`src/rtl/sm4_key_rev.sv`:
```
`default_nettype none
// ============================================================================
// Module   : sm4_key_rev
// Purpose  : Word-serial SM4 inverse key schedule. Loaded with the final
//            key-schedule state {K32,K33,K34,K35}, it emits round keys rk31
//            down to rk0 over a valid/ready stream, then presents the
//            recovered master key. The T' transform (tau + L') is external,
//            reached through the rt_in/rt_out pair.
// Ports    : clk, rst_n         - clock, async active-low reset
//            load, key_in       - start request and {K32,K33,K34,K35}
//            rt_in, rt_out      - operand to / result from external T'
//            rk_out, rk_idx     - current round key and its index
//            rk_valid, rk_ready - round-key stream handshake
//            busy               - key stream in progress
//            mk_out, mk_valid   - recovered master key {MK0..MK3}
// Revision : 1.0 - initial release
// ============================================================================
module sm4_key_rev (
  input  logic         clk,
  input  logic         rst_n,
  input  logic         load,
  input  logic [127:0] key_in,
  output logic [31:0]  rt_in,
  input  logic [31:0]  rt_out,
  output logic [31:0]  rk_out,
  output logic [4:0]   rk_idx,
  output logic         rk_valid,
  input  logic         rk_ready,
  output logic         busy,
  output logic [127:0] mk_out,
  output logic         mk_valid
);

  localparam logic [31:0] FK0 = 32'hA3B1BAC6;
  localparam logic [31:0] FK1 = 32'h56AA3350;
  localparam logic [31:0] FK2 = 32'h677D9197;
  localparam logic [31:0] FK3 = 32'hB27022DC;

  typedef enum logic [1:0] {
    S_IDLE = 2'd0,
    S_RUN  = 2'd1,
    S_DONE = 2'd2
  } state_e;

  state_e      state_q, state_d;
  logic [31:0] r0_q, r1_q, r2_q, r3_q;
  logic [31:0] r0_d, r1_d, r2_d, r3_d;
  logic [4:0]  idx_q, idx_d;
  logic        rk_valid_q, rk_valid_d;
  logic        busy_q, busy_d;
  logic        mk_valid_q, mk_valid_d;

  logic [7:0]  idx8;
  logic [7:0]  ck_b0;
  logic [31:0] ck;

  // CK byte j = 28*i + 7*j, all arithmetic wrapping at 8 bits.
  always_comb begin
    idx8  = {3'b000, idx_q};
    ck_b0 = idx8 * 8'd28;
    ck    = {ck_b0, ck_b0 + 8'd7, ck_b0 + 8'd14, ck_b0 + 8'd21};
  end

  // r0..r2 hold K_{i+1..i+3}; T' of their XOR with CK_i recovers K_i from K_{i+4}.
  assign rt_in    = r0_q ^ r1_q ^ r2_q ^ ck;
  assign rk_out   = r3_q;
  assign rk_idx   = idx_q;
  assign rk_valid = rk_valid_q;
  assign busy     = busy_q;
  assign mk_valid = mk_valid_q;
  assign mk_out   = {r0_q ^ FK0, r1_q ^ FK1, r2_q ^ FK2, r3_q ^ FK3};

  always_comb begin
    state_d = state_q;
    r0_d    = r0_q;
    r1_d    = r1_q;
    r2_d    = r2_q;
    r3_d    = r3_q;
    idx_d   = idx_q;
    case (state_q)
      S_IDLE, S_DONE: begin
        if (load) begin
          r0_d    = key_in[127:96];
          r1_d    = key_in[95:64];
          r2_d    = key_in[63:32];
          r3_d    = key_in[31:0];
          idx_d   = 5'd31;
          state_d = S_RUN;
        end
      end
      S_RUN: begin
        if (rk_valid_q && rk_ready) begin
          r0_d = r3_q ^ rt_out;
          r1_d = r0_q;
          r2_d = r1_q;
          r3_d = r2_q;
          // Last key leaves DONE holding {K0..K3}; idx does not wrap.
          if (idx_q == 5'd0) begin
            state_d = S_DONE;
          end else begin
            idx_d = idx_q - 5'd1;
          end
        end
      end
      default: state_d = S_IDLE;
    endcase
    rk_valid_d = (state_d == S_RUN);
    busy_d     = (state_d == S_RUN);
    mk_valid_d = (state_d == S_DONE);
  end

  always_ff @(posedge clk or negedge rst_n) begin
    if (!rst_n) begin
      state_q    <= S_IDLE;
      r0_q       <= 32'd0;
      r1_q       <= 32'd0;
      r2_q       <= 32'd0;
      r3_q       <= 32'd0;
      idx_q      <= 5'd31;
      rk_valid_q <= 1'b0;
      busy_q     <= 1'b0;
      mk_valid_q <= 1'b0;
    end else begin
      state_q    <= state_d;
      r0_q       <= r0_d;
      r1_q       <= r1_d;
      r2_q       <= r2_d;
      r3_q       <= r3_d;
      idx_q      <= idx_d;
      rk_valid_q <= rk_valid_d;
      busy_q     <= busy_d;
      mk_valid_q <= mk_valid_d;
    end
  end

endmodule
`default_nettype wire
```
`config.mk`:
```
export PLATFORM = sky130hd
export DESIGN_NAME = sm4_key_rev
export DESIGN_NICKNAME = d
export VERILOG_FILES = /design/src/rtl/sm4_key_rev.sv
export SDC_FILE = /design/constraint.sdc
export NUM_CORES = 1
export LEC_CHECK = 0
export CAP_MARGIN = 40
export CORE_UTILIZATION = 25
export CTS_BUF_LIST = sky130_fd_sc_hd__clkbuf_4
export CTS_CLUSTER_DIAMETER = 200
export CTS_CLUSTER_SIZE = 12
export DETAILED_ROUTE_END_ITERATION = 8
export GPL_ROUTABILITY_DRIVEN = 0
export PLACE_DENSITY = 0.55
export SYNTH_ARGS = -nofsm -noshare
export SYNTH_HDL_FRONTEND = slang
export SYNTH_SLANG_ARGS = --single-unit
```
`constraint.sdc`:
```
create_clock -name clk -period 8.65 [get_ports clk]
set_input_delay 2.595 -clock clk [delete_from_list [all_inputs] [get_ports clk]]
set_output_delay 2.595 -clock clk [all_outputs]
set_load 0.005 [all_outputs]
```
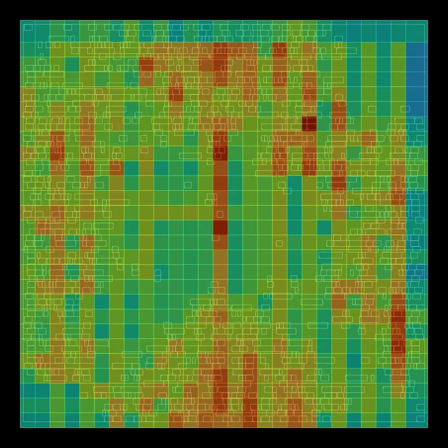
**Above:** run 1 (track usage over the die).
met3 layer usage reported by global route: 3.89%
final core utilization: 36.6%
met1 GRT Util: 18.8%

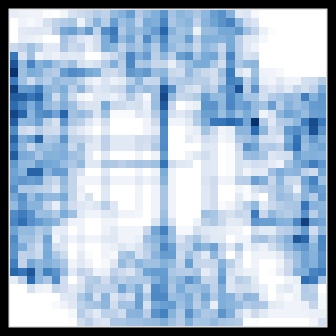
**Above:** run 1 (wire density map).
The die is cut into 38 by 38 equal tiles; white is low, dark blue is high, scaled to the fullest tile. Values are wire area over tile area, all layers added.
17% of the tiles are over half the peak. The fullest tile reaches 0.41. The emptiest ninth of the die: centre. The densest ninth of the die: north. The mean over all tiles is 0.12. 14% of the tiles are nearly empty.
routed wire length: 26,700 um
vias: 6,954

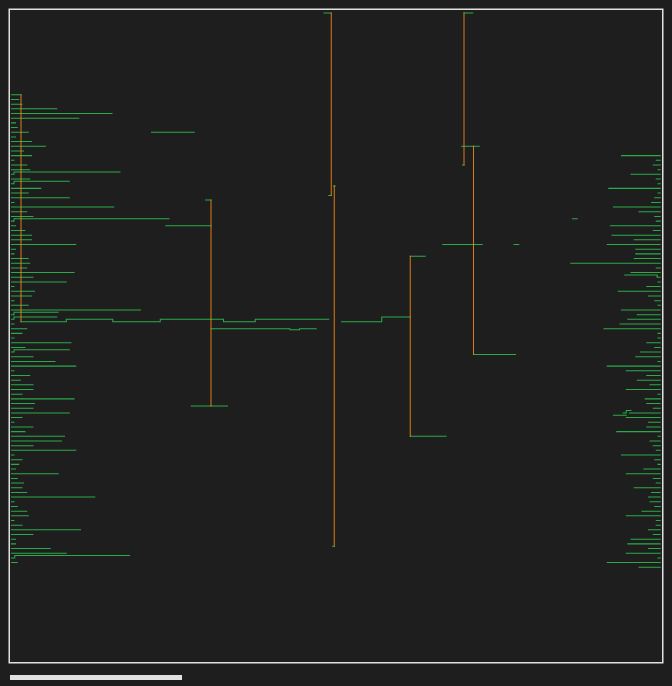
**Above:** run 1 (routed metal, one colour a layer).
Bar = 50 um. Only two layers are drawn.
Key: M3 = green [wire length 1,610 um]; M4 = orange [wire length 441 um]
Global Route Usage Sum: 14.9%
routed length per placed instance: 15.9 um

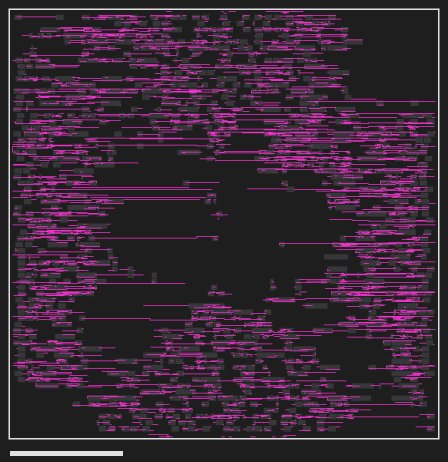
**Above:** run 1 (metal 1).
Bar = 50 um. Cells faint in the background.
The layer holds 44% of the routed length. 1,199 nets have wire on it.

==> results.cfg, run 1 <==
; implementation run metrics
[run_status]
run_status = finished clean

[layout]
area.growth.synth_to_final_pct = 43.8
fill_cells = 3566
num-nonclk-buffers = 374
n_all_inverters = 70
top_layout_cell = sky130_fd_sc_hd__clkdlybuf4s50_1
antenna_cells = 2
dominant-cell-class = logic gates
buffer_area_share_pct = 30.3
finalNonFillerCells = 1676
comb.multi_input.count = 607
lay_top_cells = 362 x sky130_fd_sc_hd__clkdlybuf4s50_1, 132 x sky130_fd_sc_hd__dfrtp_1, 129 x sky130_fd_sc_hd__nand2_1, 124 x sky130_fd_sc_hd__xnor2_1, 123 x sky130_fd_sc_hd__o21ai_0
seq_area_share_pct = 27.2
sequential_cell_total = 137
final_cell_area_um2 = 12600

[worst_setup_path]
start_kind = register
worst_reg2reg_startpoint = state_q[0]
worstSetupPathDepth = 8
critical_path.top_delay_family = XOR/XNOR gates
cp_max_fo = 16
setup.worst_path.start = rk_idx[0]
critical_path_required_ns = 6.06
end_point_of_the_critical_path = rt_in[14]
reg2reg_to = r0_q[7]
path_cells = fa_1 -> ha_1 -> fa_1 -> xor2_2 -> xnor2_1 -> xnor2_1 -> xnor2_1 -> clkdlybuf4s50_1
timing.critical_path.arrival_ns = 4.15
rr_worst_depth = 5
timing.critical_path.slowest_cell_delay_ns = 0.80
timing.setup.critical_path_class = reg -> out
critical_path.endpoint_type = output pin

[synthesis]
simple_gate_share_pct = 9.59
synth_top_cells_by_count = 132 x sky130_fd_sc_hd__dfrtp_1, 129 x sky130_fd_sc_hd__nand2_1, 124 x sky130_fd_sc_hd__xnor2_1, 123 x sky130_fd_sc_hd__o21ai_0, 96 x sky130_fd_sc_hd__mux2i_1
yosys-stat-cells = 930
synth_nets = 1110
netlist.top_cell.by_instances = sky130_fd_sc_hd__dfrtp_1
synth.cell_area_um2 = 8790
synth.cellmix.compoundShare_pct = 11.8
main_logic_family_after_synthesis = XOR/XNOR gates
share_of_yosys_cell_area_claimed_by_the_top_area_cell_type_pct = 37.6
postSynthAreaPerCell_um2 = 9.46
enable_flop_cells = 0
postSynthRegisterBits = 137
largest_area_cell = sky130_fd_sc_hd__dfrtp_1

[final_timing]
grt_setup_unrepaired = no
timing.slew.headroom_pct = 39.3
final_hold_fails = 0
setup_tns_ns = 0
timing_worst_slew_pin_value_ns = 0.904
fmax_mhz = 148
whs_ns = 0.527
period_used_pct = 78.0
finalMaxSlewViolations = 0
final.setup.worst_slack_ns = 1.90
finalCriticalPeriod_ns = 6.75

[route]
drt-vias-per-instance = 4.15
drt-met1-wl_um = 11600
drt_first_iter_violations = 189
firstDrtPassIters = 4
routed-wl-met3_um = 1610

[floorplanning]
die_w_um = 190
io_pins = 364
dieHeight_um = 190
number_of_tapcells = 455
row_count = 68

[pwr]
power_density_nw_per_um2 = 497
power_switching_share_pct = 40.8
power.share.sequential_pct = 21.9
power.combinational.total_mw = 4.50
pwr.group.sequential_mw = 1.38
peakVddDrop_uv = 395
cell_internal_pwr_mw = 3.72
p_switching_mw = 2.57
power.combinational.fraction_pct = 71.5
design_power_total_mw = 6.29

[run]
log.warning_count = 37
cap_violations = 0

[worst_hold_path]
whs_endpoint = r0_q[12]
hold_path_startpoint = r0_q[12]
worstHoldPathCells = 2
holdCritPathClass = reg -> reg

[clock_tree]
worstSkewPairLatency_ns = 0.53
h-tree-depth = 4
cts-hold-fix-buffers = 0
cts_tree = done
cts_buffers = 17
clkTransAtPathRegs_ns = 0.12
cts.repair.resized = 0

[grt]
grt_busiest_layer = met2
largest_net_degree_at_the_start_of_global_routing = 119
globalRoute.totalOverflow = 0
grt_first_pass_wirelength_um = 41400
grt_antenna_before_repair = 1

[place]
placedInstanceArea_um2 = 12400
io_buffer_count = 363
dp.cells = 1643
detailed_place_hpwl_um = 20200
## Run 2: what changed since run 1
Settings changed: PLACE_DENSITY 0.55 to 0.56.
Clock period 8.65 ns to 5.92 ns, I/O delays scaled along.
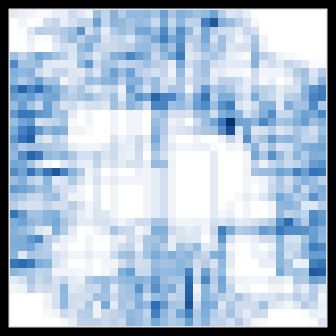
**Above:** run 2 (wire density map).
The die is cut into 38 by 38 equal tiles; white is low, dark blue is high, scaled to the fullest tile. Values are wire area over tile area, all layers added.
12% of the tiles are over half the peak. The emptiest ninth of the die: centre. 15% of the tiles are nearly empty. The densest ninth of the die: north. The fullest tile reaches 0.45.
routed wire length: 26,500 um
Global Route Usage Sum: 14.7%

==> run 2 against run 1 <==
Against the previous run: global-route usage decreased by 0.18 points; combinational power increased by 48%; clock skew increased by 0.0070 ns; register-to-register slack got worse by 2.5 ns; synthesized cell count unchanged; via count increased by 0.81%; clock power increased by 49%; final cell count unchanged; non-clock buffer count unchanged; utilization decreased by 0.10 points; critical endpoint unchanged; largest cell class unchanged.
==> results.cfg, run 2 <==
; implementation run metrics
[run_status]
run_status = finished clean

[synthesis]
synth.cellmix.compoundShare_pct = 11.8
netlist.top_cell.by_instances = sky130_fd_sc_hd__dfrtp_1
yosys-stat-cells = 930
main_logic_family_after_synthesis = XOR/XNOR gates
synth_nets = 1110
largest_area_cell = sky130_fd_sc_hd__dfrtp_1
synth.cell_area_um2 = 8790
postSynthAreaPerCell_um2 = 9.46
simple_gate_share_pct = 9.59
postSynthRegisterBits = 137
share_of_yosys_cell_area_claimed_by_the_top_area_cell_type_pct = 37.6

[layout]
area.growth.synth_to_final_pct = 43.4
top_layout_cell = sky130_fd_sc_hd__clkdlybuf4s50_1
n_all_inverters = 70
num-nonclk-buffers = 374
lay_top_cells = 362 x sky130_fd_sc_hd__clkdlybuf4s50_1, 132 x sky130_fd_sc_hd__dfrtp_1, 129 x sky130_fd_sc_hd__nand2_1, 124 x sky130_fd_sc_hd__xnor2_1, 123 x sky130_fd_sc_hd__o21ai_0
buffer_area_share_pct = 30.0
finalNonFillerCells = 1676
antenna_cells = 2
utilization_pct = 36.5
final_cell_area_um2 = 12600
dominant-cell-class = logic gates
fill_cells = 3524
sequential_cell_total = 137

[grt]
globalRoute.totalOverflow = 0
grtUsageMet3_pct = 3.76
grt_antenna_before_repair = 2
largest_net_degree_at_the_start_of_global_routing = 160
grt_busiest_layer = met2
grt_first_pass_wirelength_um = 40900

[worst_setup_path]
cp_max_fo = 7
critical_path.top_delay_family = adder cells
path_cells = fa_1 -> ha_1 -> fa_2 -> xor2_4 -> xnor2_1 -> xnor2_1 -> xnor2_1 -> clkdlybuf4s50_1
critical_path_required_ns = 4.14
end_point_of_the_critical_path = rt_in[14]
critical_path.endpoint_type = output pin
timing.critical_path.arrival_ns = 3.77
reg2reg_to = r1_q[10]
setup.worst_path.start = rk_idx[2]
timing.critical_path.slowest_cell_delay_ns = 0.63
timing.setup.critical_path_class = reg -> out
start_kind = register
rr_worst_depth = 5

[final_timing]
whs_ns = 0.524
final_hold_fails = 0
grt_setup_unrepaired = no
final.setup.worst_slack_ns = 0.378
finalCriticalPeriod_ns = 5.54
fmax_mhz = 180
timing_worst_slew_pin_value_ns = 0.966
finalMaxSlewViolations = 0
timing.slew.headroom_pct = 35.6
period_used_pct = 93.6
setup_tns_ns = 0

[place]
placedInstanceArea_um2 = 12300
detailed_place_hpwl_um = 19700

[pwr]
pwr.group.sequential_mw = 1.99
peakVddDrop_uv = 484
power.combinational.fraction_pct = 71.8
power.share.sequential_pct = 21.5
power.combinational.total_mw = 6.66
power_density_nw_per_um2 = 735
p_switching_mw = 3.80
design_power_total_mw = 9.27
power_switching_share_pct = 41.0

[worst_hold_path]
whs_endpoint = r0_q[7]
worstHoldPathCells = 2
holdCritPathClass = reg -> reg
hold_path_startpoint = r0_q[7]

[route]
firstDrtPassIters = 4
wl_per_cell_um = 15.8
drt-met1-wl_um = 11800

[run]
cap_violations = 0

[floorplanning]
number_of_tapcells = 455
io_pins = 364
die_w_um = 190
row_count = 68

[clock_tree]
cts_tree = done
cts-hold-fix-buffers = 0
clkTransAtPathRegs_ns = 0.13
cts_buffers = 17
h-tree-depth = 4
cts.repair.resized = 0
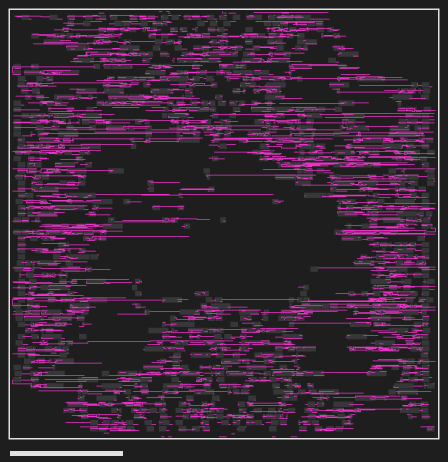
**Above:** run 2 (metal 1).
Bar = 50 um. Cells faint in the background.
The layer holds 45% of the routed length. The layer carries 11,800 um of wire. The longest straight run is 49.2 um.
met1 GRT Util: 18.6%
vias: 7,010

Power is estimated from default activity; no workload was simulated.
